class_map.png
(6 px per um)
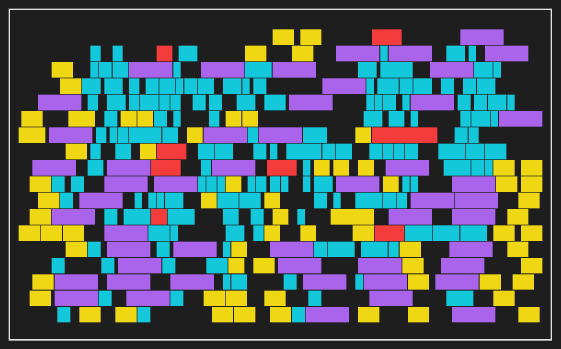
congestion_map.png
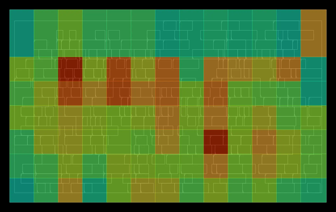
sizing.png
(6 px per um)
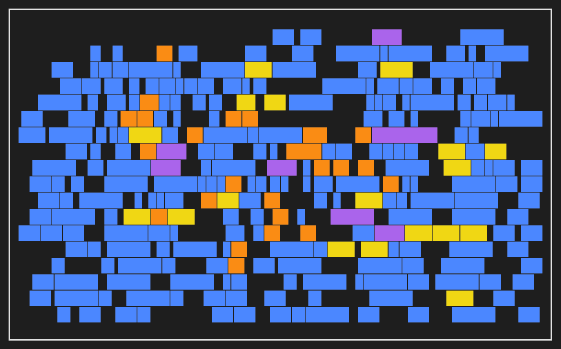
[src/rtl/critical_error_reporter.sv]
// Critical error event producer for the difftest sink.
// Error sources pass through a short register pipeline and are then masked. The first masked-in
// error raises a single critical event and locks the block. While locked, the block counts
// further error cycles with saturation until software clears the lock. An optional heartbeat
// emits periodic events that carry the current lock state in the critical field.
module critical_error_reporter #(
  parameter int unsigned NUM_SRC          = 8,
  parameter int unsigned SYNC_STAGES      = 2,
  parameter int unsigned CNT_W            = 8,
  parameter int unsigned HEARTBEAT_PERIOD = 1024
) (
  input  logic                       clock,
  input  logic                       reset,
  input  logic [7:0]                 io_hartId,
  input  logic [NUM_SRC-1:0]         io_errSrc,
  input  logic [NUM_SRC-1:0]         io_errMask,
  input  logic                       io_clear,
  output logic                       io_event_valid,
  output logic                       io_event_critical,
  output logic [7:0]                 io_event_coreid,
  output logic                       io_locked,
  output logic [$clog2(NUM_SRC)-1:0] io_firstSrc,
  output logic [CNT_W-1:0]           io_errCount
);

  localparam int unsigned IDX_W = $clog2(NUM_SRC);
  localparam int unsigned HB_W  = (HEARTBEAT_PERIOD > 1) ? $clog2(HEARTBEAT_PERIOD) : 1;
  localparam bit          HB_EN = (HEARTBEAT_PERIOD > 0);

  // Only meaningful when the heartbeat is enabled.
  localparam logic [HB_W-1:0]  HbLast = HB_W'(HEARTBEAT_PERIOD - 1);
  localparam logic [CNT_W-1:0] CntMax = {CNT_W{1'b1}};

  localparam logic [1:0] StIdle   = 2'd0;
  localparam logic [1:0] StReport = 2'd1;
  localparam logic [1:0] StLocked = 2'd2;

  // --------------------------------------------------------------------------------------------
  // State
  // --------------------------------------------------------------------------------------------
  logic [NUM_SRC-1:0] pipe_q [SYNC_STAGES];

  logic [1:0]       state_q, state_d;
  logic             locked_q, locked_d;
  logic [IDX_W-1:0] first_q, first_d;
  logic [CNT_W-1:0] cnt_q, cnt_d;
  logic [HB_W-1:0]  hb_q, hb_d;

  logic             valid_q, valid_d;
  logic             crit_q, crit_d;
  logic [7:0]       coreid_q, coreid_d;

  // --------------------------------------------------------------------------------------------
  // Combinational helpers
  // --------------------------------------------------------------------------------------------
  logic [NUM_SRC-1:0] hit;
  logic               any;
  logic [IDX_W-1:0]   first_idx;
  logic [CNT_W-1:0]   cnt_inc;
  logic               report_fire;
  logic               hb_run;
  logic               hb_due;
  logic               hb_fire;
  logic               ev_fire;

  // Source pipeline: flushed on reset so a stale pulse can not re-trigger after reset.
  always_ff @(posedge clock) begin
    if (reset) begin
      for (int i = 0; i < int'(SYNC_STAGES); i++) begin
        pipe_q[i] <= '0;
      end
    end else begin
      pipe_q[0] <= io_errSrc;
      for (int i = 1; i < int'(SYNC_STAGES); i++) begin
        pipe_q[i] <= pipe_q[i-1];
      end
    end
  end

  // Mask applies to the pipeline output, so mask changes take effect immediately.
  always_comb begin
    hit = pipe_q[SYNC_STAGES-1] & io_errMask;
    any = |hit;
  end

  // Lowest set index of the masked hit vector wins.
  always_comb begin
    first_idx = '0;
    for (int i = int'(NUM_SRC) - 1; i >= 0; i--) begin
      if (hit[i]) begin
        first_idx = IDX_W'(i);
      end
    end
  end

  // Saturating increment of the error counter.
  always_comb begin
    cnt_inc = (cnt_q == CntMax) ? cnt_q : cnt_q + 1'b1;
  end

  // Report/lock FSM next state, together with lock, first source and error count.
  always_comb begin
    state_d     = state_q;
    locked_d    = locked_q;
    first_d     = first_q;
    cnt_d       = cnt_q;
    report_fire = 1'b0;
    unique case (state_q)
      StIdle: begin
        if (any) begin
          state_d     = StReport;
          locked_d    = 1'b1;
          first_d     = first_idx;
          cnt_d       = {{(CNT_W-1){1'b0}}, 1'b1};
          report_fire = 1'b1;
        end
      end
      StReport: begin
        // Clear is ignored here; the report cycle always completes into the lock.
        state_d = StLocked;
        if (any) begin
          cnt_d = cnt_inc;
        end
      end
      StLocked: begin
        // Clear wins over a coincident error; that cycle's error is dropped.
        if (io_clear) begin
          state_d  = StIdle;
          locked_d = 1'b0;
          first_d  = '0;
          cnt_d    = '0;
        end else if (any) begin
          cnt_d = cnt_inc;
        end
      end
      default: begin
        state_d  = StIdle;
        locked_d = 1'b0;
        first_d  = '0;
        cnt_d    = '0;
      end
    endcase
  end

  // Heartbeat counter: runs outside the report cycle and restarts on every emitted event.
  always_comb begin
    hb_run  = HB_EN && (state_q != StReport);
    hb_due  = hb_run && (hb_q == HbLast);
    // A report due in the same cycle swallows the heartbeat; it is not deferred.
    hb_fire = hb_due && !report_fire;
    if (!HB_EN || report_fire || hb_due) begin
      hb_d = '0;
    end else if (hb_run) begin
      hb_d = hb_q + 1'b1;
    end else begin
      hb_d = hb_q;
    end
  end

  // Event record for the sink: critical on a report, current lock state on a heartbeat.
  always_comb begin
    ev_fire  = report_fire | hb_fire;
    valid_d  = ev_fire;
    crit_d   = report_fire | (hb_fire & locked_q);
    coreid_d = ev_fire ? io_hartId : 8'h00;
  end

  // Registered FSM, status and event outputs.
  always_ff @(posedge clock) begin
    if (reset) begin
      state_q  <= StIdle;
      locked_q <= 1'b0;
      first_q  <= '0;
      cnt_q    <= '0;
      hb_q     <= '0;
      valid_q  <= 1'b0;
      crit_q   <= 1'b0;
      coreid_q <= 8'h00;
    end else begin
      state_q  <= state_d;
      locked_q <= locked_d;
      first_q  <= first_d;
      cnt_q    <= cnt_d;
      hb_q     <= hb_d;
      valid_q  <= valid_d;
      crit_q   <= crit_d;
      coreid_q <= coreid_d;
    end
  end

  assign io_event_valid    = valid_q;
  assign io_event_critical = crit_q;
  assign io_event_coreid   = coreid_q;
  assign io_locked         = locked_q;
  assign io_firstSrc       = first_q;
  assign io_errCount       = cnt_q;

endmodule

[config.mk]
export PLATFORM = sky130hd
export DESIGN_NAME = critical_error_reporter
export DESIGN_NICKNAME = d
export VERILOG_FILES = /design/src/rtl/critical_error_reporter.sv
export SDC_FILE = /design/constraint.sdc
export NUM_CORES = 1
export LEC_CHECK = 0
export CORE_ASPECT_RATIO = 0.6
export CORE_MARGIN = 1
export CORE_UTILIZATION = 45
export DETAILED_ROUTE_END_ITERATION = 8
export PLACE_DENSITY = 0.73
export SLEW_MARGIN = 25
export SYNTH_ARGS = -nofsm -noshare
export SYNTH_HDL_FRONTEND = slang
export SYNTH_SLANG_ARGS = --single-unit
[constraint.sdc]
create_clock -name clock -period 1.6 [get_ports clock]
set_input_delay 0.16 -clock clock [delete_from_list [all_inputs] [get_ports clock]]
set_output_delay 0.16 -clock clock [all_outputs]
set_load 0.02 [all_outputs]
==> out/metrics.yaml <==
synth_area_sq_um: 2100
via_count: 1727
adder_share: 0.0119
path_class: "reg -> out"
buffers: 68
lay_top_cells: "dfxtp_1 (50), clkdlybuf4s50_1 (46), buf_4 (19), nand2_1 (18), nor2b_1 (16)"
p_sw_frac: 0.254
hold_end: "pipe_q[0][6]"
startpoint: "io_errCount[1]"
layout_top_cell: "dfxtp_1"
groute.usage.overall: 0.185
ys_top_logic_family: "simple AND/OR/NAND/NOR gates"
nets: 306
cp.depth: 2
portBuffers: 48
power_frac_seq: 0.494
ios: 49
cts_buffer_depth: 2
pwr.group.clock_uw: 882
max_freq_mhz: 651
clock_latency_ns: 0.30
grt_pass1_wl_um: 6950
pg_seq_mw: 1.34
yosysSeqAreaShare: 0.478
core_area_sq_um: 4280
min_period_over_period: 0.960
synth_cell_types: 49
crit_buf_inv: 2
ctsResizeCount: 0
via_per_inst: 5.11
post-cts-setup-buffer-count: 0
status: "finished, final reports clean"
diodes: 0
powerComb_uw: 496
hold_path.class: "in -> reg"
dieArea_sq_um: 4940
edf_count: 0
num_rows: 18
-- class_map.png (at the start) --
Key: remaining logic cells = cyan [cells 152]; clock drivers and dummy loads = red [cells 8]; remaining buffers and delay cells = yellow [cells 68]; sequential cells = purple [cells 50]

-- congestion_map.png (at the start) --
GR Util met1: 0.253
final core occ: 0.671
met3 Use GR: 0.0500
GR peak layer: met2

-- sizing.png (at the start) --
Key: x2 = yellow [cells 18, share 6.5%]; x1 and smaller = blue [cells 229, share 82%]; x6 and larger = purple [cells 7, share 2.5%]; x3 and x4 = orange [cells 24, share 8.6%]

-- state kept, by name (all words and copies together) (netlist names) --
| register | cells |
|---|---|
| pipe_q | 16 |
| hb_q | 10 |
| io_errCount | 8 |
| io_event_coreid | 8 |
| io_firstSrc | 3 |
| state_q | 2 |
| io_event_critical | 1 |
| io_event_valid | 1 |
| io_locked | 1 |
-- stage by stage --
| stage | instance area (sq um) | TNS, ns | instances | util | hold WS [ns] |
|---|---|---|---|---|---|
| global placement | 2750 | -1.83 | 330 | 0.642 | 0.418 |
| detailed placement | 2750 | -3.49 | 330 | 0.642 | 0.422 |
| floorplan | 2100 | 0 | 211 | - | 0.288 |
| CTS | 2860 | 0 | 338 | 0.669 | 0.396 |
| finish | 2870 | 0 | 338 | 0.671 | 0.399 |
| global route | 2870 | -0.0164 | 338 | 0.671 | 0.395 |
